<file path="config.mk">
export PLATFORM = sky130hd
export DESIGN_NAME = comparator_bist
export DESIGN_NICKNAME = d
export VERILOG_FILES = /design/src/rtl/comparator_bist_pkg.sv /design/src/rtl/comparator_ref.sv /design/src/rtl/comparator_bist.sv
export SDC_FILE = /design/constraint.sdc
export NUM_CORES = 1
export LEC_CHECK = 0
export CAP_MARGIN = 20
export CORE_MARGIN = 3
export CORE_UTILIZATION = 49
export CTS_BUF_LIST = sky130_fd_sc_hd__clkbuf_2
export DETAILED_ROUTE_END_ITERATION = 10
export GPL_TIMING_DRIVEN = 0
export PLACE_DENSITY = 0.83
export SYNTH_ARGS = -nofsm -noshare
export SYNTH_HDL_FRONTEND = slang
export SYNTH_SLANG_ARGS = --single-unit
</file>
<file path="constraint.sdc">
create_clock -name clk -period 2.25 [get_ports clk]
set_input_delay 0.45 -clock clk [delete_from_list [all_inputs] [get_ports clk]]
set_output_delay 0.45 -clock clk [all_outputs]
set_load 0.01 [all_outputs]
</file>
<file path="src/rtl/comparator_bist_pkg.sv">
// rtl/comparator_bist_pkg.sv - shared constants and state encoding for the comparator BIST
package comparator_bist_pkg;

    localparam int VEC_W = 9;
    localparam int ERR_W = 10;
    localparam int CNT_W = 4;

    typedef enum logic [1:0] {
        ST_IDLE   = 2'd0,
        ST_SETTLE = 2'd1,
        ST_CHECK  = 2'd2,
        ST_DONE   = 2'd3
    } state_e;

endpackage

</file>
<file path="src/rtl/comparator_ref.sv">
// rtl/comparator_ref.sv - combinational golden model of the 4-bit signed/unsigned comparator
module comparator_ref (
    input  logic [3:0] A,
    input  logic [3:0] B,
    input  logic       c,
    output logic [2:0] exp_f
);

    logic signed [4:0] a_ext;
    logic signed [4:0] b_ext;

    // Extend to 5 bits: sign-extend in signed mode, zero-extend otherwise, then compare once
    always_comb begin
        a_ext    = {c & A[3], A};
        b_ext    = {c & B[3], B};
        exp_f    = 3'b000;
        exp_f[2] = (a_ext > b_ext);
        exp_f[1] = (a_ext == b_ext);
        exp_f[0] = (a_ext < b_ext);
    end

endmodule

</file>
<file path="src/rtl/comparator_bist.sv">
// rtl/comparator_bist.sv - exhaustive 512-vector self-test sequencer for the comparator
module comparator_bist
    import comparator_bist_pkg::*;
#(
    parameter int SETTLE = 1
) (
    input  logic             clk,
    input  logic             rst,
    input  logic             start,
    output logic [3:0]       A,
    output logic [3:0]       B,
    output logic             c,
    input  logic             F1,
    input  logic             F2,
    input  logic             F3,
    output logic             busy,
    output logic             done,
    output logic             pass,
    output logic [ERR_W-1:0] err_count,
    output logic             fail_valid,
    output logic [VEC_W-1:0] first_fail
);

    localparam logic [CNT_W-1:0] SETTLE_LAST = CNT_W'(SETTLE - 1);
    localparam logic [VEC_W-1:0] IDX_LAST    = {VEC_W{1'b1}};

    state_e             state_q;
    logic [VEC_W-1:0]   idx_q;
    logic [CNT_W-1:0]   cnt_q;
    logic [ERR_W-1:0]   err_q;
    logic               fv_q;
    logic [VEC_W-1:0]   ff_q;
    logic               busy_q;
    logic               done_q;

    logic [2:0]         exp_f;
    logic               mismatch;
    logic [ERR_W-1:0]   err_d;
    logic [VEC_W-1:0]   idx_d;

    comparator_ref u_ref (
        .A     (idx_q[7:4]),
        .B     (idx_q[3:0]),
        .c     (idx_q[8]),
        .exp_f (exp_f)
    );

    // Any bit difference counts, so all-zero and multi-hot responses are caught too
    always_comb begin
        mismatch = ({F1, F2, F3} != exp_f);
        err_d    = err_q + ERR_W'(1);
        idx_d    = idx_q + VEC_W'(1);
    end

    // Sweep FSM: outputs are registered alongside the state so they change on state entry
    always_ff @(posedge clk or posedge rst) begin
        if (rst) begin
            state_q <= ST_IDLE;
            idx_q   <= '0;
            cnt_q   <= '0;
            err_q   <= '0;
            fv_q    <= 1'b0;
            ff_q    <= '0;
            busy_q  <= 1'b0;
            done_q  <= 1'b0;
        end else begin
            case (state_q)
                ST_IDLE, ST_DONE: begin
                    if (start) begin
                        idx_q   <= '0;
                        cnt_q   <= '0;
                        err_q   <= '0;
                        fv_q    <= 1'b0;
                        ff_q    <= '0;
                        busy_q  <= 1'b1;
                        done_q  <= 1'b0;
                        state_q <= ST_SETTLE;
                    end
                end
                ST_SETTLE: begin
                    if (cnt_q == SETTLE_LAST) begin
                        state_q <= ST_CHECK;
                    end else begin
                        cnt_q <= cnt_q + CNT_W'(1);
                    end
                end
                ST_CHECK: begin
                    if (mismatch) begin
                        err_q <= err_d;
                        if (!fv_q) begin
                            fv_q <= 1'b1;
                            ff_q <= idx_q;
                        end
                    end
                    if (idx_q == IDX_LAST) begin
                        busy_q  <= 1'b0;
                        done_q  <= 1'b1;
                        state_q <= ST_DONE;
                    end else begin
                        idx_q   <= idx_d;
                        cnt_q   <= '0;
                        state_q <= ST_SETTLE;
                    end
                end
                default: begin
                    state_q <= ST_IDLE;
                end
            endcase
        end
    end

    assign c          = idx_q[8];
    assign A          = idx_q[7:4];
    assign B          = idx_q[3:0];
    assign busy       = busy_q;
    assign done       = done_q;
    assign pass       = done_q & (err_q == '0);
    assign err_count  = err_q;
    assign fail_valid = fv_q;
    assign first_fail = ff_q;

endmodule

</file>
==> run summary <==
This memo summarizes the results of the implementation run.

Final timing
The number of failing hold endpoints at the final stage is 0. The count of endpoints failing setup in the final report is 20. Clock skew on the completed layout was measured at 14.7 ps.

Looking at the max-slew report, the worst-margin pin has a slew of between 700 and 800 ps. Summed over all failing endpoints, the final setup total negative slack is -1840 ps. The worst path in the final design needs a cycle of around 2400 ps, including I/O delays and setup. The final timing report gives a worst setup slack of -136 ps. The relative max-transition margin is 47.5%. Setup repair after global routing could not meet its margin everywhere.

For this run, the top clock speed supported by timing is approximately 0.42 GHz. In the finished design, the share of the clock period the worst path needs comes to 106%. The final max-slew violation count recorded for this run is 0.

Routing
The final layout contains routed wiring with a total length of just under 6000 µm. Using the TritonRoute via totals, the vias-per-cell ratio works out to around 6.0. The starting DRC count in detailed routing is about 170.

The count of antenna-violating nets left after detailed routing is 0. The first-pass detailed-route iteration total is 5. The average wire length per cell after detail routing is 16.7 µm. The via count is ~2100. Per the detail_route report, DRC violations left total 0.

Place
The post-DP HPWL is 3510 µm. The number of placed instances, taps included is around 320. The count of buffers added on input and output ports is 37.

Clock tree
The number of hold buffers added after CTS was 0. TritonCTS created 5 clock buffers. The clock sink total is 37. The insertion delay of the later-clocked pin in the worst-skew pair is around 400 ps. Clock-pin slew was measured on the worst setup and hold paths at 200 ps.

The deepest clock path buffer count is 2. The number of levels the H-tree was split into is 2. TritonCTS built the clock tree. Per the CTS log, the root buffer master is sky130_fd_sc_hd__clkbuf_2.

Global route
The via count of the first global-routing pass is 2019. For this run, global-route usage on met2 was measured as 38.7%. The global routing report lists met3 layer usage as around 3.9%.

The global route stage reports its total congestion overflow as 0. The initial antenna violation count is 0. The total global-route track usage is between 20% and 30%. met2 is the most crowded layer. Global routing consumed, on the met1 layer, approximately a third of the routing resources. The first-pass GRT wire length is around 9700 µm. The pin count of the biggest net entering global routing is 38.

Synth
Ranked by total cell area, the synthesized netlist is headed by sky130_fd_sc_hd__dfrtp_1 43%, sky130_fd_sc_hd__ha_1 7.6%, sky130_fd_sc_hd__nand2_1 7.5%. Counting instances in the post-synthesis netlist gives the leading cell types as 43 x sky130_fd_sc_hd__nand2_1, 37 x sky130_fd_sc_hd__dfrtp_1, 16 x sky130_fd_sc_hd__o21ai_0, 15 x sky130_fd_sc_hd__inv_1, 13 x sky130_fd_sc_hd__ha_1. In this run, synthesis inferred 0 flip-flops with an integrated enable. The top cell type by instance count after synthesis is sky130_fd_sc_hd__nand2_1. Synthesis produced ~240 cells. The average instance area after synthesis is about 9.1 µm². The share of the synthesized area in the top cell type is 43.0%. The cell accounting for the most synthesized area is sky130_fd_sc_hd__dfrtp_1.

The summed standard-cell area reported by yosys is 0.00215 mm². The number of different library cells in the post-synthesis netlist is approximately 42. Per the Yosys statistics, synthesis produced ~240 cells. The count of state elements after synthesis is 37. The synthesis log from Yosys contains 0 warnings. Per the post-synthesis report, the nets total about 260. Before any placement, the netlist area is recorded as about 0.0022 mm².

The synthesis report names the predominant flop master as sky130_fd_sc_hd__dfrtp_1. After synthesis, flip-flops and latches occupy 43.0% of the total area.

Die
The overall die size recorded for this design is 0.00523 mm². Before placement the cells fill between 50 and 60% of the core. During I/O placement, the number of pins put on the boundary was 38. For reference, the placement row count at floorplan is 23. The vertical die dimension is approximately 72 µm. From left edge to right edge, the die measures between 70 and 80 µm.

Finish
In the layout the commonest cells are 40 x sky130_fd_sc_hd__nand2_1, 36 x sky130_fd_sc_hd__clkdlybuf4s50_1, 30 x sky130_fd_sc_hd__dfrtp_1, 19 x sky130_fd_sc_hd__buf_4, 12 x sky130_fd_sc_hd__a22o_1. The most common library cell in the layout ignoring fill and taps is sky130_fd_sc_hd__nand2_1. The post-layout net count is between 300 and 400. The post-route netlist has between 20% and 30% of its cells at a drive strength greater than 1. The count of inserted antenna diode cells is 0. Fill cells in the final layout number 282. The layout overhead on the synthesized area is 39.1%.

Critical path
The worst-case reg-to-reg setup slack stands at -140 ps. Measured in cells, the most critical reg-to-reg path has a length of 9. Max fanout on the critical path was recorded as 8. Per the timing report, the most critical flop-to-flop path finishes at err_count[2]$_DFFE_PP0P_. STA classifies the critical path startpoint as a flip-flop.

The worst setup path is captured at a flip-flop. The data required time reported for the critical path is 2560 ps. The launching point of the worst reg2reg path is idx_q[6]$_DFFE_PP0P_. The path type of the worst setup path is flip-flop to flip-flop. According to the timing report, the arrival time at the worst endpoint equals roughly 2700 ps.

Power
The power density over the cells is about 880 mW/mm². The analysis attributes to cell leakage a power of 1.31 nW. After layout, the design draws a total of between 2 and 3 mW. Looking at the VDD voltage map, the peak drop is 511 µV.

Min path
The path class of the tightest hold or removal check is input port to asynchronous set/reset pin.

Run
The run reported a max-capacitance violation count of 0. Across all stage logs, warnings added up to 33.

Run status
The checks that failed: negative setup slack. The run finished, with violations left.
==> what timing repair did <==
item / in CTS / in global routing
gates cloned: 3 / 0
gates resized: 29 / 16
pin swaps: 5 / 5
setup buffers: 18 / 2
setup endpoints to repair: 29 / 29
==> report_power, final <==
group | switching [mW] | total [mW] | internal (mW)
Clock | 0.229 | 0.307 | 0.0780
Combinational | 0.884 | 1.55 | 0.664
Sequential | 0.0551 | 0.778 | 0.723
Total | 1.17 | 2.63 | 1.47
==> flip-flops by register name (all words and copies together) (netlist names) <==
name	cells
busy	1
cnt_q	4
done	1
err_count	10
fail_valid	1
first_fail	9
idx_q	9
state_q	2
==> kinds of logic after synthesis <==
logic type      synth area share (%)
compound gates                  22.4
xor+xnor                        1.16
fa+ha+maj                       7.55
buf+inv                         4.07
flops                           43.0
mux                             1.45
simple gates                    20.3
==> per-layer routing <==
metal / part of all wire [%] / vias up / wire [µm]
met1: 43 / 1054 / 2580
li1: - / 986 / -
met2: 50 / 89 / 2950
met3: 5.5 / 11 / 326
met4: 1.5 / 0 / 89
met5: 0 / - / 0
==> per-stage QoR <==
stage | hold slack [ps] | setup WS [ps] | cell area (µm²) | util (%)
floorplan | 446 | -27.7 | 2170 | -
global placement | 475 | -301 | 2600 | 63.2
detailed placement | 478 | -367 | 2600 | 63.2
CTS | 500 | -111 | 2920 | 71.0
global route | 528 | -272 | 3000 | 72.8
finish | 480 | -136 | 3000 | 72.8
==> critical path, stage by stage, from the launching register on <==
cell	delay (ps)
sky130_fd_sc_hd__dfrtp_2	480
sky130_fd_sc_hd__ha_4	270
sky130_fd_sc_hd__nand4_1	180
sky130_fd_sc_hd__buf_4	200
sky130_fd_sc_hd__nor4b_4	270
sky130_fd_sc_hd__a2111oi_4	120
sky130_fd_sc_hd__a21oi_4	310
sky130_fd_sc_hd__buf_6	190
sky130_fd_sc_hd__nor3_1	60
sky130_fd_sc_hd__a211o_1	220
==> worst max-delay path by stage <==
stage | endpoint | startpoint | slack [ps]
6_report | err_count[2]$_DFFE_PP0P_ | idx_q[6]$_DFFE_PP0P_ | -140
3_5_place_dp | first_fail[6]$_DFFE_PP0P_ | idx_q[6]$_DFFE_PP0P_ | -370
3_3_place_gp | first_fail[4]$_DFFE_PP0P_ | F3 | -300
4_1_cts | err_count[2]$_DFFE_PP0P_ | idx_q[7]$_DFFE_PP0P_ | -110
5_1_grt | err_count[2]$_DFFE_PP0P_ | idx_q[6]$_DFFE_PP0P_ | -270
2_1_floorplan | first_fail[0]$_DFFE_PP0P_ | idx_q[1]$_DFFE_PP0P_ | -30
==> cell type report <==
| class | count | area, µm² | share of cell area, % |
|---|---|---|---|
| Tap cell | 50 | 62.6 | 2.09 |
| Multi-Input combinational cell | 179 | 1310 | 43.6 |
| Buffer | 6 | 47.5 | 1.59 |
| Clock inverter | 2 | 10.0 | 0.334 |
| Sequential cell | 37 | 935 | 31.2 |
| Inverter | 15 | 56.3 | 1.88 |
| Clock buffer | 6 | 30.0 | 1.00 |
| Timing Repair Buffer | 60 | 549 | 18.3 |
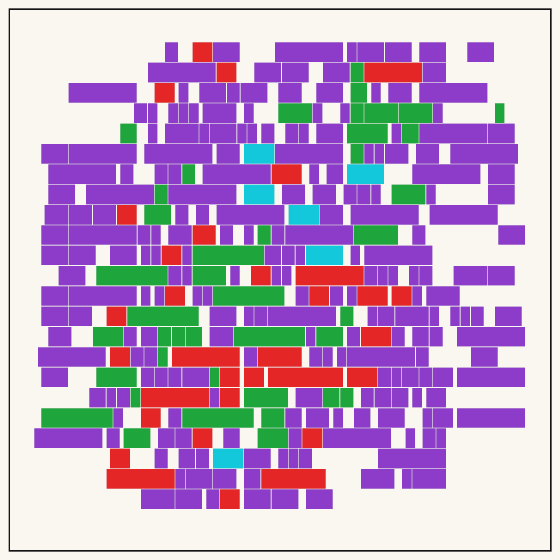
sizes.png
size	color	cells	share
_6 and larger	cyan	6	2.0%
_3 and _4 cells	red	32	10%
_0 and _1 cells	purple	226	74%
_2 cells	green	41	13%

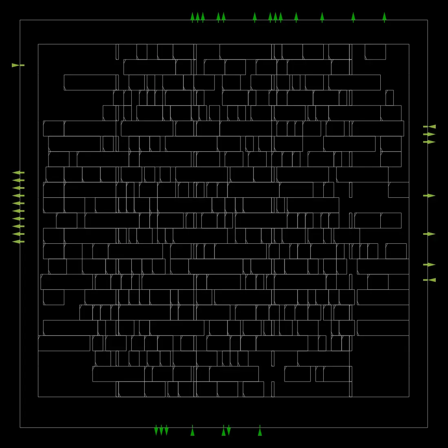
placement.png
fraction of the core area covered by cells at the end of the flow: 72.8%
non-filler instance count after layout: 355
share of the final layout cell area in sequential cells: 31.2%
floorplan core area: 0.00412 mm²

Power and IR drop assume default switching activity.
